## config.mk

```make
export PLATFORM = sky130hd
export DESIGN_NAME = mem_arbiter
export DESIGN_NICKNAME = d
export VERILOG_FILES = /design/src/rtl/mem_arbiter.sv
export SDC_FILE = /design/constraint.sdc
export NUM_CORES = 1
export LEC_CHECK = 0
export ABC_AREA = 1
export ABC_CLOCK_PERIOD_IN_PS = 2400
export CAP_MARGIN = 20
export CORE_UTILIZATION = 42
export CTS_BUF_LIST = sky130_fd_sc_hd__clkbuf_16
export CTS_CLUSTER_SIZE = 30
export DETAILED_ROUTE_END_ITERATION = 10
export GPL_ROUTABILITY_DRIVEN = 1
export PLACE_DENSITY_LB_ADDON = 0.08
export SLEW_MARGIN = 0
export SYNTH_ARGS = -nofsm -noshare
export SYNTH_HDL_FRONTEND = slang
export SYNTH_SLANG_ARGS = --single-unit
```

## constraint.sdc

```tcl
create_clock -name clk -period 2.4 [get_ports clk]
set_clock_uncertainty 0.2 [all_clocks]
set_input_delay 0.24 -clock clk [delete_from_list [all_inputs] [get_ports clk]]
set_output_delay 0.24 -clock clk [all_outputs]
set_load 0.03 [all_outputs]
```

## src/rtl/mem_arbiter.sv

```systemverilog
// Byte-wide memory port arbiter for three requesters (loader, cpu, debug).
// Define MEM_ARB_ROUND_ROBIN_EN for round-robin arbitration; default is fixed priority 0 > 1 > 2.
module mem_arbiter #(
    parameter int TIMEOUT = 64
) (
    input  logic        clk,
    input  logic        rst_n,
    input  logic [2:0]  req,
    input  logic [2:0]  req_we,
    input  logic [95:0] req_addr,
    input  logic [23:0] req_wdata,
    output logic [2:0]  grant,
    output logic [2:0]  done,
    output logic        err,
    output logic [7:0]  rdata,
    output logic [31:0] mem_addr,
    output logic [7:0]  mem_data_in,
    input  logic [7:0]  mem_data_out,
    output logic        mem_read_en,
    output logic        mem_write_en,
    input  logic        mem_ready
);

    typedef enum logic [1:0] {IDLE, BUSY, DONE, GAP} state_t;

    localparam logic [7:0] TO_LAST = 8'(TIMEOUT - 1);

    state_t      state_r, state_s;
    logic [2:0]  grant_r, grant_s;
    logic [2:0]  done_r, done_s;
    logic        err_r, err_s;
    logic        eflag_r, eflag_s;
    logic [7:0]  rdata_r, rdata_s;
    logic [31:0] addr_r, addr_s;
    logic [7:0]  din_r, din_s;
    logic        rd_r, rd_s;
    logic        wr_r, wr_s;
    logic [7:0]  cnt_r, cnt_s;
    logic [2:0]  win_s;
    logic        win_we_s;
    logic [31:0] win_addr_s;
    logic [7:0]  win_wdata_s;
`ifdef MEM_ARB_ROUND_ROBIN_EN
    // ptr_r is the first port searched, i.e. the port after the last grant.
    logic [1:0]  ptr_r, ptr_s;
`endif

    // Winner selection among the currently requesting ports.
    always_comb begin
        win_s = 3'b000;
`ifdef MEM_ARB_ROUND_ROBIN_EN
        case (ptr_r)
            2'd1: begin
                if (req[1])      win_s = 3'b010;
                else if (req[2]) win_s = 3'b100;
                else if (req[0]) win_s = 3'b001;
                else             win_s = 3'b000;
            end
            2'd2: begin
                if (req[2])      win_s = 3'b100;
                else if (req[0]) win_s = 3'b001;
                else if (req[1]) win_s = 3'b010;
                else             win_s = 3'b000;
            end
            default: begin
                if (req[0])      win_s = 3'b001;
                else if (req[1]) win_s = 3'b010;
                else if (req[2]) win_s = 3'b100;
                else             win_s = 3'b000;
            end
        endcase
`else
        if (req[0])      win_s = 3'b001;
        else if (req[1]) win_s = 3'b010;
        else if (req[2]) win_s = 3'b100;
        else             win_s = 3'b000;
`endif
    end

    // Route the winner's transaction fields.
    always_comb begin
        case (win_s)
            3'b010: begin
                win_we_s    = req_we[1];
                win_addr_s  = req_addr[63:32];
                win_wdata_s = req_wdata[15:8];
            end
            3'b100: begin
                win_we_s    = req_we[2];
                win_addr_s  = req_addr[95:64];
                win_wdata_s = req_wdata[23:16];
            end
            default: begin
                win_we_s    = req_we[0];
                win_addr_s  = req_addr[31:0];
                win_wdata_s = req_wdata[7:0];
            end
        endcase
    end

    // Next-state and next-output logic; outputs lag the state by one edge.
    always_comb begin
        state_s = state_r;
        grant_s = grant_r;
        done_s  = 3'b000;
        err_s   = err_r;
        eflag_s = eflag_r;
        rdata_s = rdata_r;
        addr_s  = addr_r;
        din_s   = din_r;
        rd_s    = rd_r;
        wr_s    = wr_r;
        cnt_s   = cnt_r;
`ifdef MEM_ARB_ROUND_ROBIN_EN
        ptr_s   = ptr_r;
`endif
        case (state_r)
            IDLE: begin
                if (req != 3'b000) begin
                    state_s = BUSY;
                    grant_s = win_s;
                    addr_s  = win_addr_s;
                    din_s   = win_wdata_s;
                    rd_s    = ~win_we_s;
                    wr_s    = win_we_s;
                    cnt_s   = 8'd0;
`ifdef MEM_ARB_ROUND_ROBIN_EN
                    case (win_s)
                        3'b001:  ptr_s = 2'd1;
                        3'b010:  ptr_s = 2'd2;
                        default: ptr_s = 2'd0;
                    endcase
`endif
                end else begin
                    state_s = IDLE;
                end
            end
            BUSY: begin
                if (mem_ready) begin
                    if (rd_r) begin
                        rdata_s = mem_data_out;
                    end else begin
                        rdata_s = rdata_r;
                    end
                    rd_s    = 1'b0;
                    wr_s    = 1'b0;
                    state_s = DONE;
                end else if (cnt_r == TO_LAST) begin
                    rd_s    = 1'b0;
                    wr_s    = 1'b0;
                    rdata_s = 8'h00;
                    eflag_s = 1'b1;
                    state_s = DONE;
                end else begin
                    cnt_s = cnt_r + 8'd1;
                end
            end
            DONE: begin
                done_s  = grant_r;
                err_s   = eflag_r;
                state_s = GAP;
            end
            GAP: begin
                grant_s = 3'b000;
                err_s   = 1'b0;
                eflag_s = 1'b0;
                state_s = IDLE;
            end
            default: begin
                state_s = IDLE;
            end
        endcase
    end

    // State and output registers with synchronous active-low reset.
    always_ff @(posedge clk) begin
        if (!rst_n) begin
            state_r <= IDLE;
            grant_r <= 3'b000;
            done_r  <= 3'b000;
            err_r   <= 1'b0;
            eflag_r <= 1'b0;
            rdata_r <= 8'h00;
            addr_r  <= 32'h0000_0000;
            din_r   <= 8'h00;
            rd_r    <= 1'b0;
            wr_r    <= 1'b0;
            cnt_r   <= 8'd0;
`ifdef MEM_ARB_ROUND_ROBIN_EN
            ptr_r   <= 2'd0;
`endif
        end else begin
            state_r <= state_s;
            grant_r <= grant_s;
            done_r  <= done_s;
            err_r   <= err_s;
            eflag_r <= eflag_s;
            rdata_r <= rdata_s;
            addr_r  <= addr_s;
            din_r   <= din_s;
            rd_r    <= rd_s;
            wr_r    <= wr_s;
            cnt_r   <= cnt_s;
`ifdef MEM_ARB_ROUND_ROBIN_EN
            ptr_r   <= ptr_s;
`endif
        end
    end

    assign grant        = grant_r;
    assign done         = done_r;
    assign err          = err_r;
    assign rdata        = rdata_r;
    assign mem_addr     = addr_r;
    assign mem_data_in  = din_r;
    assign mem_read_en  = rd_r;
    assign mem_write_en = wr_r;

endmodule
```

Logic cells by family:
(3 px per um)
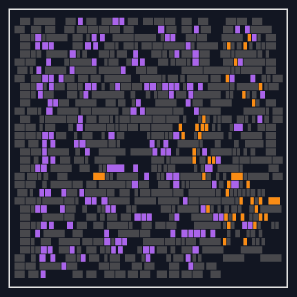
NOR gates: in orange, cells 40, most used nor2_1. inverting AOI/OAI gates: in purple, cells 149, most used a21oi_1, where spread over the die.

Clock distribution:
(3 px per um)
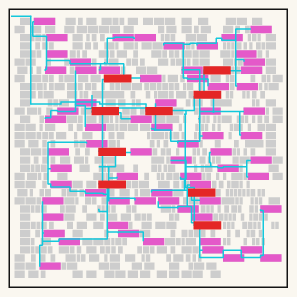
flip-flops: in magenta, count 68. clock wires: in cyan, length 859 um. cells driving clock nets: in red, count 9.
Position of the flops: spread over the die. There are 10 routed clock nets.

Supply network:
(4 px per um) Pins as bars on the die edge.
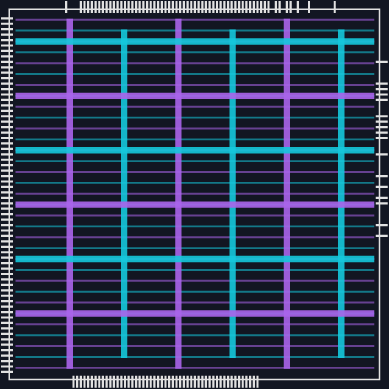
VDD: in cyan. VSS: in purple.
The core has 32 rows. 194 signal pins sit on the boundary. 6 straps on met5. 6 straps on met4.

Metal layers overlaid:
(4 px per um)
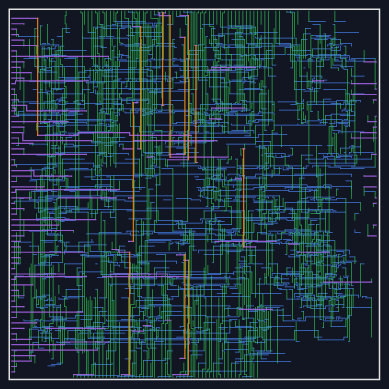
met4: in orange, wire length 357 um. met1: in blue, wire length 4650 um. met2: in green, wire length 6050 um. met3: in purple, wire length 774 um.

==> changes_impl.md <==
### Metrics

* Place WS at between 0.2 and 0.3 ns
* Critical path destination: cnt_r[2]
* YS chip area at between 0.003 and 0.004 mm^2
* Flop count at ~68
* Final Max Slew Viols at 0
* Area growth syn-to-layout at 66.59%
* Via count at about 4200
* Largest net degree at the start of global routing at roughly 42
* Util after Layout at around 73%
* RSZ-0062 raised after global routing: no
* Synth top cell by count: nand2_1
* Seq share, synth at 39.85%
* Total power at around 6.0 mW
* Placed Area at around 0.0054 mm^2
* Crit. path cell count at 7
* Synth warn at 0
* Fin nets at approximately 810
* Placed cell count at around 760
* Initial antenna violation count at 0
* Lkg Pwr at approximately 2.2 nW
* # Cells Yosys at around 500
* Max reg flops at 32
* CP bufs+invs at 2
* Setup tns final at 0 ns
* GR Util All Layers at between 20% and 30%
* Synth Net Count at 632
* Outcome: finished, final reports clean
* IO buf count at slightly below 200
* Power Clock at ~1.2 mW
* Final Hold Vio Count at 0
* Top cells excl fill/tap: 192 x clkdlybuf4s50_1, 103 x nand2_1, 68 x dfxtp_1
* Slew headroom at about three fifths
* Hpwl dp at between 8000 and 9000 um
* TritonCTS buffer count at 9
* Die ar. at about 0.0085 mm^2
* #FFs+latches synth at around 70
* Root Buffer: clkbuf_16
* Compound-Gate Fraction of Synth Area at 23.66%
* Routed len/inst at ~15 um
* Top cell family by delay on the critical path: adder cells
* Core area at 0.007807 mm^2
* GRT met1 Usage at just over 30%
* Iter 0 DRT Violations at approximately 210
* Fin crit share at 79.43%
* Row count at 32
* Hold Crit Class: input port to register
* Worst endpoint data arrival time at a little under 2 ns
* Critical path peak fanout at 17
* WL met1 at between 4000 and 5000 um
* Worst path max stage delay at 0.43 ns
* CTS Hold Bufs at 0
* CTS tree: done
* DRC Markers at 0
* Multi-Input Combinational at ~360
* Worst-path cell chain: inv_1 -> ha_1 -> buf_4 -> nand2_1 -> nand3_4 -> nand2_1 -> a21oi_1
* Dominant synthesized flop cell: dfxtp_1
* Sw Ratio at 41.91%
No activity file was given, so power comes from the tool's default toggle rates.
